## src/rtl/coolgirl_config_regs.sv

```systemverilog
// coolgirl_config_regs: shadow/live mapper config with atomic commit and sticky lock; readback when COOLGIRL_CFG_READBACK_EN is defined
module coolgirl_config_regs #(
  parameter logic [6:0] PRG_MASK_RESET = 7'h7E,
  parameter logic [4:0] CHR_MASK_RESET = 5'h1F
) (
  input  logic        m2,
  input  logic        reset,
  input  logic        romsel,
  input  logic        cpu_rw_in,
  input  logic [14:0] cpu_addr_in,
  input  logic [7:0]  cpu_data_in,
  output logic [7:0]  cpu_data_out,
  output logic        cpu_data_out_enabled,
  output logic [12:0] cpu_base,
  output logic [6:0]  prg_mask,
  output logic [4:0]  chr_mask,
  output logic [1:0]  sram_page,
  output logic        sram_enabled,
  output logic        four_screen,
  output logic        chr_write_enabled,
  output logic        prg_write_enabled,
  output logic        map_rom_on_6000,
  output logic [4:0]  mapper,
  output logic        cfg_locked,
  output logic        cfg_commit
);
  logic        hit, wr, commit;
  logic [2:0]  idx;
  logic [12:0] s_base;
  logic [6:0]  s_prg;
  logic [4:0]  s_chr, s_mapper;
  logic [1:0]  s_sram_page;
  logic        s_sram_en, dirty;
  logic [3:0]  s_flags;
  logic        unused;
  assign hit    = romsel && cpu_addr_in[14:12] == 3'b101;
  assign idx    = cpu_addr_in[2:0];
  assign wr     = hit && !cpu_rw_in && !cfg_locked;
  assign commit = wr && idx == 3'd7 && cpu_data_in[0];
  assign unused = ^{cpu_addr_in[11:3], dirty};
  // shadow file, dirty and lock tracking on the falling edge of m2
  always_ff @(negedge m2 or posedge reset)
    if (reset) begin
      s_base      <= '0;
      s_prg       <= PRG_MASK_RESET;
      s_chr       <= CHR_MASK_RESET;
      s_sram_page <= '0;
      s_sram_en   <= 1'b0;
      s_mapper    <= '0;
      s_flags     <= 4'b0010;
      dirty       <= 1'b0;
      cfg_locked  <= 1'b0;
    end else if (wr) begin
      case (idx)
        3'd0: s_base[12:8] <= cpu_data_in[4:0];
        3'd1: s_base[7:0]  <= cpu_data_in;
        3'd2: s_prg        <= cpu_data_in[6:0];
        3'd3: s_chr        <= cpu_data_in[4:0];
        3'd4: {s_sram_en, s_sram_page} <= {cpu_data_in[7], cpu_data_in[1:0]};
        3'd5: s_mapper     <= cpu_data_in[4:0];
        3'd6: s_flags      <= cpu_data_in[3:0];
        default: cfg_locked <= cpu_data_in[7];
      endcase
      dirty <= idx != 3'd7 ? 1'b1 : cpu_data_in[0] ? 1'b0 : dirty;
    end
  // live outputs only move on a commit, so they stay glitch-free in between
  always_ff @(negedge m2 or posedge reset)
    if (reset) begin
      cpu_base          <= '0;
      prg_mask          <= PRG_MASK_RESET;
      chr_mask          <= CHR_MASK_RESET;
      sram_page         <= '0;
      sram_enabled      <= 1'b0;
      mapper            <= '0;
      {map_rom_on_6000, prg_write_enabled, chr_write_enabled, four_screen} <= 4'b0010;
      cfg_commit        <= 1'b0;
    end else begin
      cfg_commit <= commit;
      if (commit) begin
        cpu_base     <= s_base;
        prg_mask     <= s_prg;
        chr_mask     <= s_chr;
        sram_page    <= s_sram_page;
        sram_enabled <= s_sram_en;
        mapper       <= s_mapper;
        {map_rom_on_6000, prg_write_enabled, chr_write_enabled, four_screen} <= s_flags;
      end
    end
`ifdef COOLGIRL_CFG_READBACK_EN
  // combinational readback of the shadow file and status during a read hit
  always_comb begin
    cpu_data_out_enabled = !reset && m2 && cpu_rw_in && hit;
    cpu_data_out = '0;
    if (cpu_data_out_enabled)
      case (idx)
        3'd0: cpu_data_out = {3'b0, s_base[12:8]};
        3'd1: cpu_data_out = s_base[7:0];
        3'd2: cpu_data_out = {1'b0, s_prg};
        3'd3: cpu_data_out = {3'b0, s_chr};
        3'd4: cpu_data_out = {s_sram_en, 5'b0, s_sram_page};
        3'd5: cpu_data_out = {3'b0, s_mapper};
        3'd6: cpu_data_out = {4'b0, s_flags};
        default: cpu_data_out = {cfg_locked, 6'b0, dirty};
      endcase
  end
`else
  assign cpu_data_out = '0;
  assign cpu_data_out_enabled = 1'b0;
`endif
endmodule

```

## config.mk

```make
export PLATFORM = sky130hd
export DESIGN_NAME = coolgirl_config_regs
export DESIGN_NICKNAME = d
export VERILOG_FILES = /design/src/rtl/coolgirl_config_regs.sv
export SDC_FILE = /design/constraint.sdc
export NUM_CORES = 1
export LEC_CHECK = 0
export CAP_MARGIN = 40
export CORE_MARGIN = 2
export CORE_UTILIZATION = 49
export CTS_CLUSTER_DIAMETER = 100
export DETAILED_ROUTE_END_ITERATION = 10
export PLACE_DENSITY = 0.82
export SYNTH_ARGS = -nofsm -noshare
export SYNTH_HDL_FRONTEND = slang
export SYNTH_SLANG_ARGS = --single-unit
```

## constraint.sdc

```tcl
create_clock -name m2 -period 3.22 [get_ports m2]
set_clock_uncertainty 0.2 [all_clocks]
set_input_delay 0.644 -clock m2 [delete_from_list [all_inputs] [get_ports m2]]
set_output_delay 0.644 -clock m2 [all_outputs]
set_load 0.01 [all_outputs]
```

### Clock network drawn from the DEF, run 1

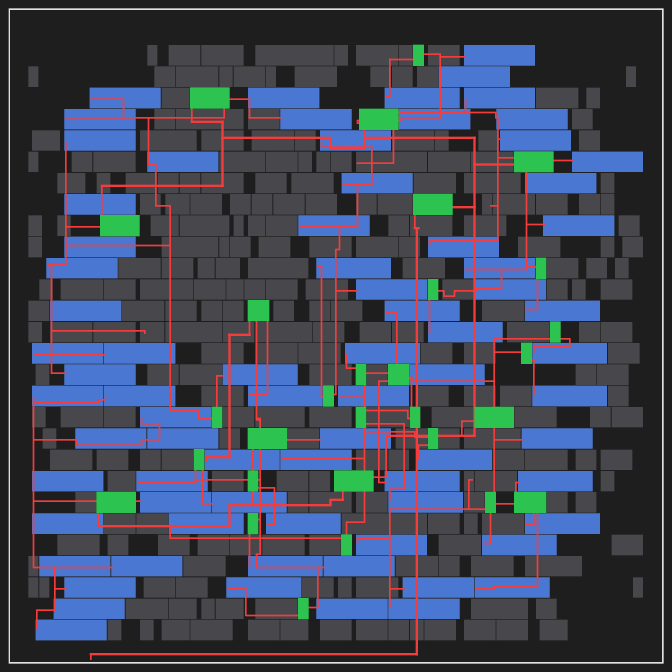
[green] cells driving clock nets | count: 33
[blue] flip-flops | count: 76
[red] clock wires | length: 1200 um
flops lie	spread over the die
clock share of power: 0.434
worst-skew pair later-pin latency: 400 ps
Clock group: 0.940 mW

### The metal 4 layer, run 1

The bar under the picture is 20 um long.
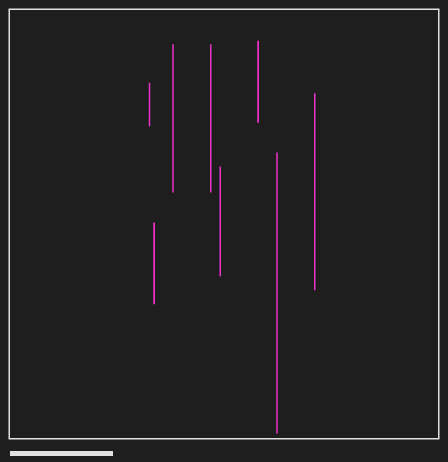
share of all routed wire	2.6%
longest straight run	54.4 um
main direction	vertical
nets with wire on the layer	7
wire length on this layer	210 um

==> out/metrics.yaml, run 1 <==
critical_path:
  worstReg2RegEnd: "s_mapper[1]$_DFFE_NP0P_"
  ff2ff_setup_slack_ps: 1150
  critPathMaxFanout: 4
  start_kind: "input pin"
  reg2reg_from: "cfg_locked$_DFFE_NP0P_"
  path_class: "input pin to flip-flop"
  worst_ep_arrival_time_ps: 1960
  reg2reg_depth: 6
  worstPathRequired_ps: 1590
routing:
  vias: 2174
  drt_first_pass_iters: 4
  wl_um: 8168
  via_per_inst: 5.032
  dr.first_iter.drc_count: 108
  drcViolationCount: 0
  drtAntennaViolNets: 0
cells_and_area:
  final_area_um2: 4885
  nNetsFinal: 379
  antenna_cells: 0
  drive_gt1_frac: 0.7171
  nFillCells: 294
synthesis:
  synth-simple-area-share: 0.05479
  ys_sh_aoi: 0.003247
  yosys-mux-area-fraction: 0.2739
  top_logic_kind: "multiplexers"
  syn_inst: 185
  yosysUniqueCellTypes: 23
  ys_warn_count: 0
  postSynthSeqShare: 0.6266
  syn_area_um2: 3083
  ys_sh_xor: 0
  yosys-stat-cells: 185
  ys.flop_type: "dfrtn_1"
  ys_sh_adder: 0
  ys_area_um2: 3083
  synth-async-reset-ratio: 1.000
  edf_count: 0
  ys.flops: 76
  syn_area_per_cell_um2: 16.66
global_route:
  antenna_found_initial: 0
  gr-total-overflow: 0
  grt_pass1_vias: 2416
  grt_pass1_wl_um: 13240
  grt_max_degree: 20
  grt_usage: 0.2540
status:
  failed_checks: "setup timing"
  status: "complete, but fails checks"
power:
  power_density_nw_per_um2: 443.6
  leakage_nw: 2.571
  peakVddDrop_mv: 0.3995
clock_tree:
  cts_sinks: 76
  cts_buffer_depth: 2
  cts_root_buf: "clkbuf_8"
  path_clk_slew_ps: 60
  cts_tree: "built"
  h-tree-depth: 3
  ctsHoldBuffers: 0
floorplan:
  die.size.y_um: 83.32
  initCoreUtil: 0.5146
  die_area_um2: 6942
  fp.coreArea_um2: 5991
  rows: 28
  ios: 75
  dieWidth_um: 83.32
min_path:
  hold_start: "s_base[3]$_DFFE_NP0P_"
  whs_path_depth: 1
  min_to: "cpu_base[3]$_DFFE_NP0P_"
job:
  warning_count: 62
  max-cap-violations: 0
place:
  io_buffers: 56
  dp_hpwl_um: 4715
  dpl_cell_area_um2: 4199
final_timing:
  setup_violations: 113
  hold_viol: 0
  rsz0062_at_grt: "yes"
  fin_ws_ps: -364.8
  setup_tns_ps: -21620
### Clock wiring as the flow saved it, run 1

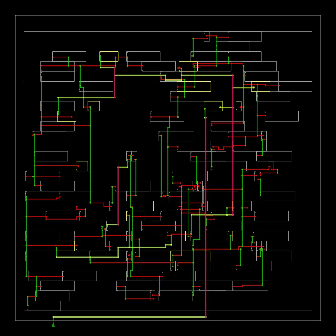
clock buffers: 12
CTS buffer count: 9
flop count: 76

### Pin placement, run 1

Pins as bars across the die edge, other pins in gray.
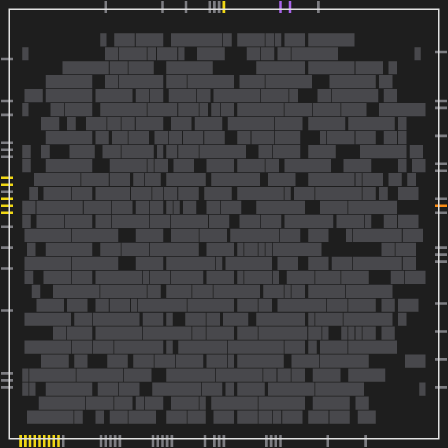
color	port	pins	direction	edge
purple	sram_page	2	output	top
yellow	cpu_addr_in	15	input	9 bottom, 5 left, 1 top
orange	chr_write_enabled	1	output	right

run 1: flip-flops by register name, indices dropped and copies added, names as in the netlist, 2 cells and up:
register and flops:
s_mapper 5, s_flags 4, s_prg 7, s_chr 5, s_sram_page 2, s_base 13, prg_mask 7, cpu_base 13
chr_mask 5, sram_page 2, mapper 5
run 1: area by class of cell:
cell class | instances | area (um^2) | area share
Tap cell | 75 | 93.84 | 0.01921
Clock buffer | 12 | 156.4 | 0.03202
Multi-Input combinational cell | 99 | 1275 | 0.2610
Timing Repair Buffer | 140 | 1261 | 0.2582
Clock inverter | 28 | 155.1 | 0.03176
Inverter | 2 | 11.26 | 0.002305
Sequential cell | 76 | 1932 | 0.3955
run 1: repair_timing:
action	in CTS	in global routing
gates resized	266	4
pin swaps	9	3
cloned	2	0
setup buffers	25	12
setup endpoints to repair	115	113
run 1: synth_stat cells, types with 2 or more instances:
cell type / count / area [um^2]
buf_6: 2 / 22.52
nor2_1: 2 / 7.510
inv_1: 3 / 11.26
buf_4: 10 / 75.07
nand4_1: 2 / 12.51
mux2_4: 3 / 45.04
dfstp_2: 24 / 630.6
dfrtn_1: 52 / 1301
nand3_1: 2 / 10.01
mux2_1: 19 / 214.0
buf_2: 3 / 15.01
mux2_2: 52 / 585.6
run 1: worst max-delay path by stage:
| stage | startpoint | endpoint | cells past startpoint |
|---|---|---|---|
| 6_report | cpu_rw_in | s_flags[3]$_DFFE_NP0P_ | 6 |
| 5_1_grt | cpu_rw_in | s_flags[3]$_DFFE_NP0P_ | 6 |
| 4_1_cts | cpu_rw_in | s_flags[3]$_DFFE_NP0P_ | 6 |
| 3_5_place_dp | cpu_addr_in[13] | s_sram_page[1]$_DFFE_NP0P_ | 4 |
| 3_3_place_gp | cpu_addr_in[13] | s_sram_en$_DFFE_NP0P_ | 4 |
| 2_1_floorplan | cpu_addr_in[13] | s_sram_en$_DFFE_NP0P_ | 3 |
run 1: critical path, stage by stage:
cell and delay [ps]:
buf_6 100, nand4bb_4 270, buf_6 160, nor4b_4 280, buf_4 190, mux2_4 300
run 1: per-layer routing:
layer / global-route usage / vias to the layer above / wire length [um]
met1: 0.3128 / 1105 / 3457
met5: 0 / - / 0
li1: - / 974 / -
met4: 0.08793 / 0 / 210
met3: 0.07753 / 21 / 423
met2: 0.4252 / 74 / 4078
run 1: cell usage in the layout, fill, tap and decap left out, types with 2 or more instances in the layout:
cell type         n
conb_1            9
clkdlybuf4s50_1   8
mux2_2           24
inv_1            25
nand4_1           2
clkbuf_1          2
mux2_4           50
clkbuf_8          9
buf_2            28
buf_6            39
dfstp_2          24
buf_4            54
clkinv_4          2
buf_12            7
buf_8             3
dfrtn_1          52
run 1: metrics by stage:
step                power (mW)  hold WS, ps    util  cells  setup slack, ps
floorplan                1.185        234.0       -    193           -511.2
global placement         1.259        240.1  0.7009    356            -1027
detailed placement       1.268        250.5  0.7009    356            -1071
CTS                      2.163        250.8  0.8035    422           -322.4
global route             2.257        262.4  0.8154    432           -377.9
finish                   2.167        241.0  0.8154    432           -364.8
run 1: report_power, final:
group	total [mW]	internal (mW)	switching, mW
combinational	0.184	0.104	0.0798
sequential	1.04	1.02	0.0271
clock	0.940	0.486	0.454
==> run 2, diff against run 1 <==
--- a/config.mk
+++ b/config.mk
@@ -7,10 +7,12 @@
 export LEC_CHECK = 0
 export CAP_MARGIN = 40
 export CORE_MARGIN = 2
-export CORE_UTILIZATION = 49
+export CORE_UTILIZATION = 58
 export CTS_CLUSTER_DIAMETER = 100
 export DETAILED_ROUTE_END_ITERATION = 10
-export PLACE_DENSITY = 0.82
+export DONT_BUFFER_PORTS = 1
+export GPL_ROUTABILITY_DRIVEN = 0
+export PLACE_DENSITY = 0.77
 export SYNTH_ARGS = -nofsm -noshare
 export SYNTH_HDL_FRONTEND = slang
 export SYNTH_SLANG_ARGS = --single-unit
### Placed cells, one color a class, run 2

The bar under the picture is 20 um long.
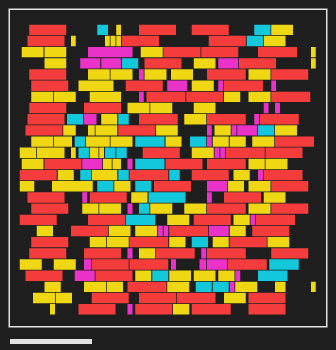
color	class	cells	share of their area
red	flip-flops	76	51%
cyan	other buffers and delay cells	28	8.8%
magenta	clock drivers and dummy loads	40	7.4%
yellow	all other logic	101	33%

### Pin placement, run 2

Pins as bars across the die edge, other pins in gray.
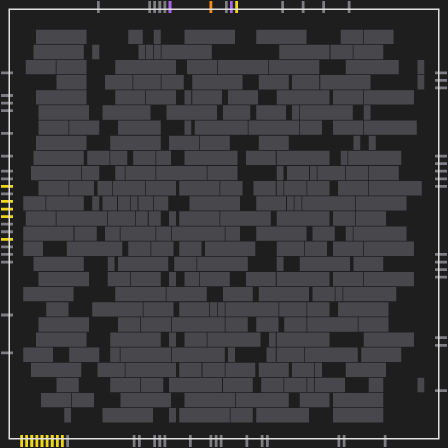
color	port	pins	direction	edge
orange	chr_write_enabled	1	output	top
yellow	cpu_addr_in	15	input	9 bottom, 5 left, 1 top
purple	sram_page	2	output	top
all pins by edge	25 bottom, 21 left, 15 right, 14 top
number of port buffers: 0
Die W: 76.91 um
Die Y: 76.91 um

==> out/metrics.yaml, run 2 <==
clock_tree:
  clock_latency_ps: 400
  cts_made_buffers: 9
  h-tree-depth: 3
  cts_root_buf: "clkbuf_8"
  ctsHoldBuffers: 0
  path_clk_slew_ps: 50
  cts_tree: "built"
  cts_buffer_depth: 2
  cts_sinks: 76
critical_path:
  worstReg2RegEnd: "cpu_base[7]$_DFFE_NP0P_"
  reg2reg_depth: 5
  worstPathRequired_ps: 1590
  startpoint: "cpu_rw_in"
  end_kind: "flip-flop"
  start_kind: "input pin"
  cp.depth: 3
  path_cells: "nand4bb_4 -> or4_4 -> mux2_4"
  worst_ep_arrival_time_ps: 1820
  critical_path.max_stage_delay_ps: 570
  ff2ff_setup_slack_ps: 1200
  path_class: "input pin to flip-flop"
  reg2reg_from: "cfg_locked$_DFFE_NP0P_"
  crit_path_end: "s_sram_page[1]$_DFFE_NP0P_"
  cp_slowest_cell: "or4_4"
  cp_top_family: "simple AND/OR/NAND/NOR gates"
  critPathMaxFanout: 5
  crit_buf_inv: 0
power:
  leakage_nw: 1.918
  p_total_mw: 1.992
  power_density_nw_per_um2: 509.7
  peakVddDrop_mv: 0.4935
routing:
  wl_per_cell_um: 20.86
  vias: 1713
  drtAntennaViolNets: 0
  drcViolationCount: 0
  via_per_inst: 5.438
  wl_um: 6570
  dr.first_iter.drc_count: 128
  drt_first_pass_iters: 4
place:
  dp_hpwl_um: 4121
  dpl_cell_area_um2: 3372
  dp_slack_ps: -586.5
floorplan:
  rows: 26
  fp.coreArea_um2: 5107
  initCoreUtil: 0.6036
  die_area_um2: 5914
  ios: 75
synthesis:
  postSynthSeqShare: 0.6266
  ys_area_um2: 3083
  synth.top_cell.area_share: 0.4221
  common_cells: "52 x dfrtn_1, 52 x mux2_2, 24 x dfstp_2"
  yosys-stat-cells: 185
  edf_count: 0
  yosysUniqueCellTypes: 23
  syn_area_per_cell_um2: 16.66
  ys.flop_type: "dfrtn_1"
  ys.flops: 76
  syn_inst: 185
  synth-async-reset-ratio: 1.000
  ys_warn_count: 0
  top_area_cell: "dfrtn_1"
  synthTopCellsByArea: "dfrtn_1 42%, dfstp_2 20%, mux2_2 19%"
  syn_area_um2: 3083
job:
  max-cap-violations: 0
  warning_count: 62
final_timing:
  fin_ws_ps: -236.3
  rsz0062_at_grt: "yes"
  setup_violations: 88
  hold_ws_ps: 248.2
  finalMaxSlewViolations: 0
  hold_viol: 0
global_route:
  antenna_found_initial: 0
  grt_pass1_wl_um: 10230
  gr-total-overflow: 0
  grt_pass1_vias: 1864
  grt_usage: 0.2342
  grt_max_degree: 43
cells_and_area:
  antenna_cells: 0
  drive_gt1_frac: 0.6204
  most-common-layout-cells: "52 x dfrtn_1, 49 x mux2_4, 25 x mux2_2, 25 x inv_1, 24 x dfstp_2"
  final_area_um2: 3908
  nFillCells: 315
  logic_area_um2: 1257
  flop_area_um2: 1932
  final_common_cell: "dfrtn_1"
  nNetsFinal: 267
  top_regs: "cpu_base: 13 flops, s_base: 13 flops"
  syn_to_final_growth_pct: 26.75
status:
  failed_checks: "setup timing"
  status: "complete, but fails checks"
min_path:
  min_path_type: "flip-flop to flip-flop"
==> run 2: power by group <==
part,internal [mW],total (mW),switching [mW]
sequential,1.02,1.05,0.0304
clock,0.413,0.843,0.430
combinational,0.0584,0.103,0.0448
==> run 2: worst min-delay path by stage <==
stage | cells past startpoint | from | end | slack (ps)
3_3_place_gp | 1 | s_base[9]$_DFFE_NP0P_ | s_base[9]$_DFFE_NP0P_ | 240
6_report | 1 | s_base[0]$_DFFE_NP0P_ | cpu_base[0]$_DFFE_NP0P_ | 250
4_1_cts | 1 | s_base[0]$_DFFE_NP0P_ | cpu_base[0]$_DFFE_NP0P_ | 250
3_5_place_dp | 1 | s_base[0]$_DFFE_NP0P_ | cpu_base[0]$_DFFE_NP0P_ | 250
5_1_grt | 1 | s_base[0]$_DFFE_NP0P_ | cpu_base[0]$_DFFE_NP0P_ | 270
2_1_floorplan | 1 | s_base[10]$_DFFE_NP0P_ | cpu_base[10]$_DFFE_NP0P_ | 230
==> run 2: cell families after synthesis <==
group,count (synthesis),share of synthesized area
flip-flops,76,0.6266
multiplexers,74,0.2739
buffers and inverters,18,0.04018
AND/OR/NAND/NOR,15,0.05479
AND-OR/OR-AND,1,0.003247
other,1,0.001216
==> run 2: timing repair <==
action,in CTS,in global routing
pin swaps,0,3
buffers inserted,6,6
endpoints found under the setup margin,88,95
gates cloned,1,2
hold endpoints to repair,0,0
gates resized,13,19
==> run 2: through the flow <==
step,cells,TNS [ps],utilization
after detailed placement,262,-31390,0.6602
after CTS,308,-9480,0.7406
after global placement,262,-28590,0.6602
after floorplan,193,-25680,-
after global routing,315,-12690,0.7651
final,315,-9932,0.7651
==> run 2: cell type report <==
class	count	share of cell area
sequential	76	0.4944
multi-input combinational	99	0.3218
timing repair buffer	28	0.08581
clock inverter	30	0.03746
clock buffer	10	0.03522
tap	70	0.02241
inverter	2	0.002882
==> run 2: per-layer routing <==
metal / global-route usage / wire (um)
met1: 0.2766 / 2578
met2: 0.3912 / 3456
met3: 0.09176 / 448
met5: 0 / 0
met4: 0.08000 / 87
==> run 3, diff against run 2 <==
--- a/config.mk
+++ b/config.mk
@@ -6,7 +6,7 @@
 export NUM_CORES = 1
 export LEC_CHECK = 0
 export CAP_MARGIN = 40
-export CORE_MARGIN = 2
+export CORE_MARGIN = 5
 export CORE_UTILIZATION = 58
 export CTS_CLUSTER_DIAMETER = 100
 export DETAILED_ROUTE_END_ITERATION = 10
### Clock wiring as the flow saved it, run 3

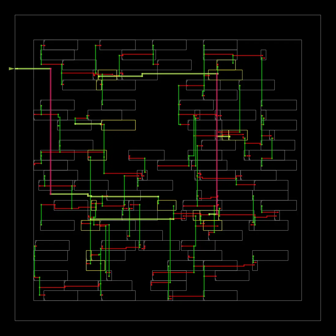
Sink Count: 76
clock buffers: 13

### Placed cells, one color a class, run 3

The bar under the picture is 20 um long.
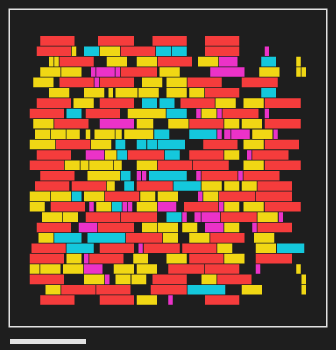
color	class	cells	share of their area
red	flip-flops	76	50%
yellow	all other logic	101	33%
cyan	other buffers and delay cells	29	10%
magenta	clock drivers and dummy loads	40	7.3%

==> out/metrics.yaml, run 3 <==
synthesis:
  postSynthSeqShare: 0.6266
  edf_count: 0
  yosys-stat-cells: 185
  synthTopCellsByArea: "dfrtn_1 42%, dfstp_2 20%, mux2_2 19%"
  common_cells: "52 x dfrtn_1, 52 x mux2_2, 24 x dfstp_2"
  ys_sh_xor: 0
  ys_area_um2: 3083
  ys_sh_adder: 0
  yosysUniqueCellTypes: 23
  ys.flops: 76
  synth-simple-area-share: 0.05479
  syn_area_um2: 3083
  synth.top_cell.area_share: 0.4221
  syn_inst: 185
  top_logic_kind: "multiplexers"
  syn_area_per_cell_um2: 16.66
  ys_warn_count: 0
  yosys-mux-area-fraction: 0.2739
  top_area_cell: "dfrtn_1"
  synth-async-reset-ratio: 1.000
  ys_sh_aoi: 0.003247
  ys.flop_type: "dfrtn_1"
critical_path:
  start_kind: "input pin"
  startpoint: "cpu_rw_in"
  worst_ep_arrival_time_ps: 1800
  worstPathRequired_ps: 1580
  end_kind: "flip-flop"
  ff2ff_setup_slack_ps: 1130
  crit_path_end: "s_flags[0]$_DFFE_NP0P_"
  critPathMaxFanout: 4
  worstReg2RegEnd: "prg_mask[0]$_DFFE_NP0P_"
  path_class: "input pin to flip-flop"
  reg2reg_depth: 5
  reg2reg_from: "cfg_locked$_DFFE_NP0P_"
cells_and_area:
  nNetsFinal: 268
  drive_gt1_frac: 0.6138
  stdcell_count: 316
  syn_to_final_growth_pct: 28.94
  antenna_cells: 0
  final_common_cell: "dfrtn_1"
  most-common-layout-cells: "52 x dfrtn_1, 49 x mux2_4, 25 x mux2_2, 25 x inv_1, 24 x dfstp_2"
  nFillCells: 302
  top_regs: "cpu_base: 13 flops, s_base: 13 flops"
place:
  io_buffers: 0
  dp_slack_ps: -583.9
  dp_cells: 262
  dp_hpwl_um: 4226
clock_tree:
  cts_tree: "built"
  clock_latency_ps: 380
  cts_buffer_depth: 2
  h-tree-depth: 3
  cts_root_buf: "clkbuf_8"
  cts_made_buffers: 9
  path_clk_slew_ps: 50
  ctsHoldBuffers: 0
floorplan:
  rows: 26
  fp.coreArea_um2: 5140
  dieWidth_um: 82.91
  ios: 75
  initCoreUtil: 0.5998
  die.size.y_um: 82.91
  die_area_um2: 6873
status:
  status: "complete, but fails checks"
  failed_checks: "setup timing"
job:
  max-cap-violations: 0
  warning_count: 62
power:
  leakage_nw: 1.946
  internal-power_mw: 1.484
  p_sw_frac: 0.2460
  clkPwrFrac: 0.416
  p_total_mw: 1.968
  p_comb_frac: 0.053
  power_density_nw_per_um2: 495.1
  pwr-share-seq: 0.531
  power.switching_mw: 0.4841
  peakVddDrop_mv: 0.3667
global_route:
  grt_pass1_vias: 1909
  grt_max_degree: 44
  antenna_found_initial: 0
  grt_usage: 0.2088
  gr-total-overflow: 0
  grt_pass1_wl_um: 10990
min_path:
  hold_start: "s_base[3]$_DFFE_NP0P_"
  min_path_type: "flip-flop to flip-flop"
final_timing:
  hold_viol: 0
  setup_violations: 88
  finalMaxSlewViolations: 0
  fin_ws_ps: -218.6
  rsz0062_at_grt: "yes"
routing:
  dr.first_iter.drc_count: 116
  drtAntennaViolNets: 0
  vias: 1707
  drcViolationCount: 0
  drt_first_pass_iters: 4
  wl_per_cell_um: 20.95
  via_per_inst: 5.402
  wl_um: 6620
==> run 3: worst min-delay path by stage <==
stage | end | slack [ps] | depth (start not counted)
after floorplan | cpu_base[10]$_DFFE_NP0P_ | 230 | 1
after global placement | cpu_base[10]$_DFFE_NP0P_ | 240 | 1
after detailed placement | s_base[12]$_DFFE_NP0P_ | 250 | 1
after CTS | cpu_base[3]$_DFFE_NP0P_ | 250 | 1
after global routing | cpu_base[3]$_DFFE_NP0P_ | 270 | 1
final | cpu_base[3]$_DFFE_NP0P_ | 250 | 1
==> run 3: power groups by stage <==
| stage | clock network, mW | logic (mW) | registers (mW) |
|---|---|---|---|
| after detailed placement | 0.0475 | 0.0988 | 1.06 |
| after CTS | 0.822 | 0.104 | 1.04 |
| final | 0.819 | 0.104 | 1.05 |
| after global routing | 0.912 | 0.115 | 1.05 |
| after global placement | 0.0475 | 0.0928 | 1.05 |
| after floorplan | 0.0475 | 0.0904 | 1.05 |
==> run 3: logic make-up (layout without fill, tap and decap cells) <==
kind of cell,count (synthesis),after routing
AND-OR/OR-AND,1,1
buffers and inverters,18,71
other,1,9
flip-flops,76,76
multiplexers,74,74
AND/OR/NAND/NOR,15,15
==> run 3: area by class of cell <==
type	count	area, um^2	area share
Multi-Input combinational cell	99	1257	0.3163
Tap cell	70	87.58	0.02203
Sequential cell	76	1932	0.4860
Inverter	2	11.26	0.002833
Clock buffer	13	181.4	0.04564
Clock inverter	27	103.9	0.02613
Timing Repair Buffer	29	401.6	0.1010
==> run 3: metal layers <==
layer | GRT usage | wire, um
met5 | 0 | 0
met4 | 0.07429 | 72
met3 | 0.07921 | 436
met1 | 0.2454 | 2661
met2 | 0.3499 | 3450
==> run 3: repair_timing <==
| action | in CTS | in global routing |
|---|---|---|
| setup endpoints to repair | 88 | 88 |
| gates resized | 34 | 5 |
| cloned | 3 | 0 |
| setup buffers | 10 | 2 |
| pin swaps | 1 | 2 |
==> run 3: critical path, cell delays in order <==
cell and delay (ps):
nand4bb_4 260, buf_6 170, nor4b_4 230, buf_4 190
mux2_4 300
==> run 3: through the flow <==
| step | instance area, um^2 | hold slack (ps) | setup TNS (ps) | util |
|---|---|---|---|---|
| floorplan | 3254 | 234.0 | -25680 | - |
| global placement | 3359 | 242.6 | -28350 | 0.6536 |
| detailed placement | 3359 | 249.9 | -30730 | 0.6536 |
| CTS | 3941 | 252.5 | -9435 | 0.7668 |
| global route | 3975 | 266.9 | -13640 | 0.7734 |
| finish | 3975 | 251.2 | -11100 | 0.7734 |

==> notes/layouts.md <==
Pictures saved along the way, in no particular order.

Cells by drive strength.
The bar under the picture is 20 um long.
(a)
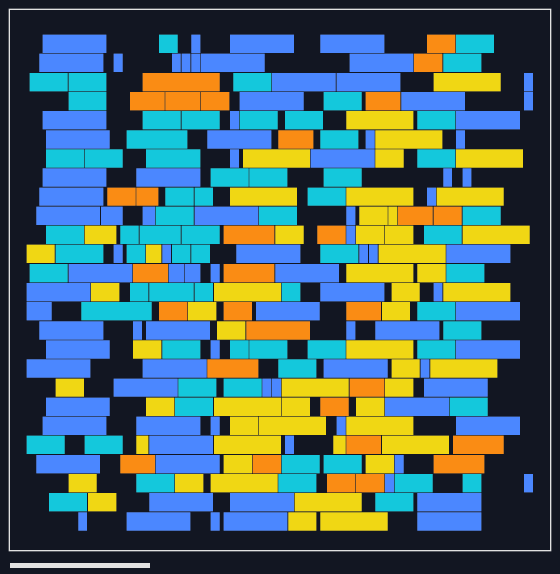
(b)
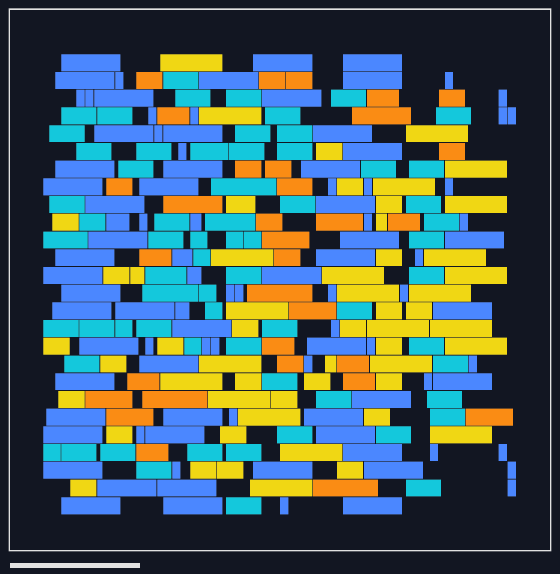
(c)
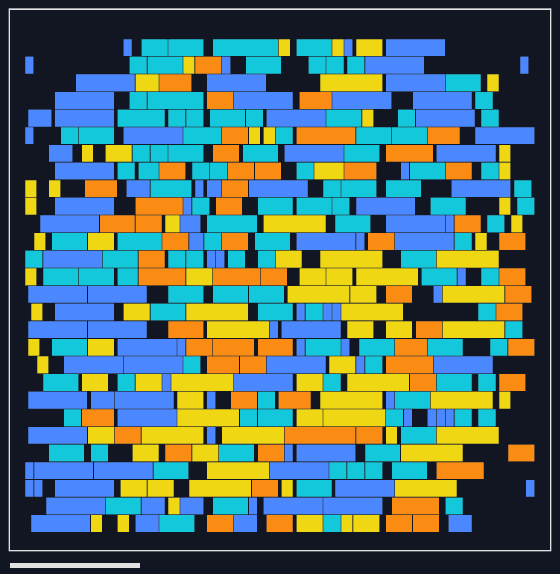
run 3: (b)
run 1: (c)
run 2: (a)
- most cells: (c)
- smallest die: (a)

Power figures rest on the tool's default switching activity, not on a simulated workload.
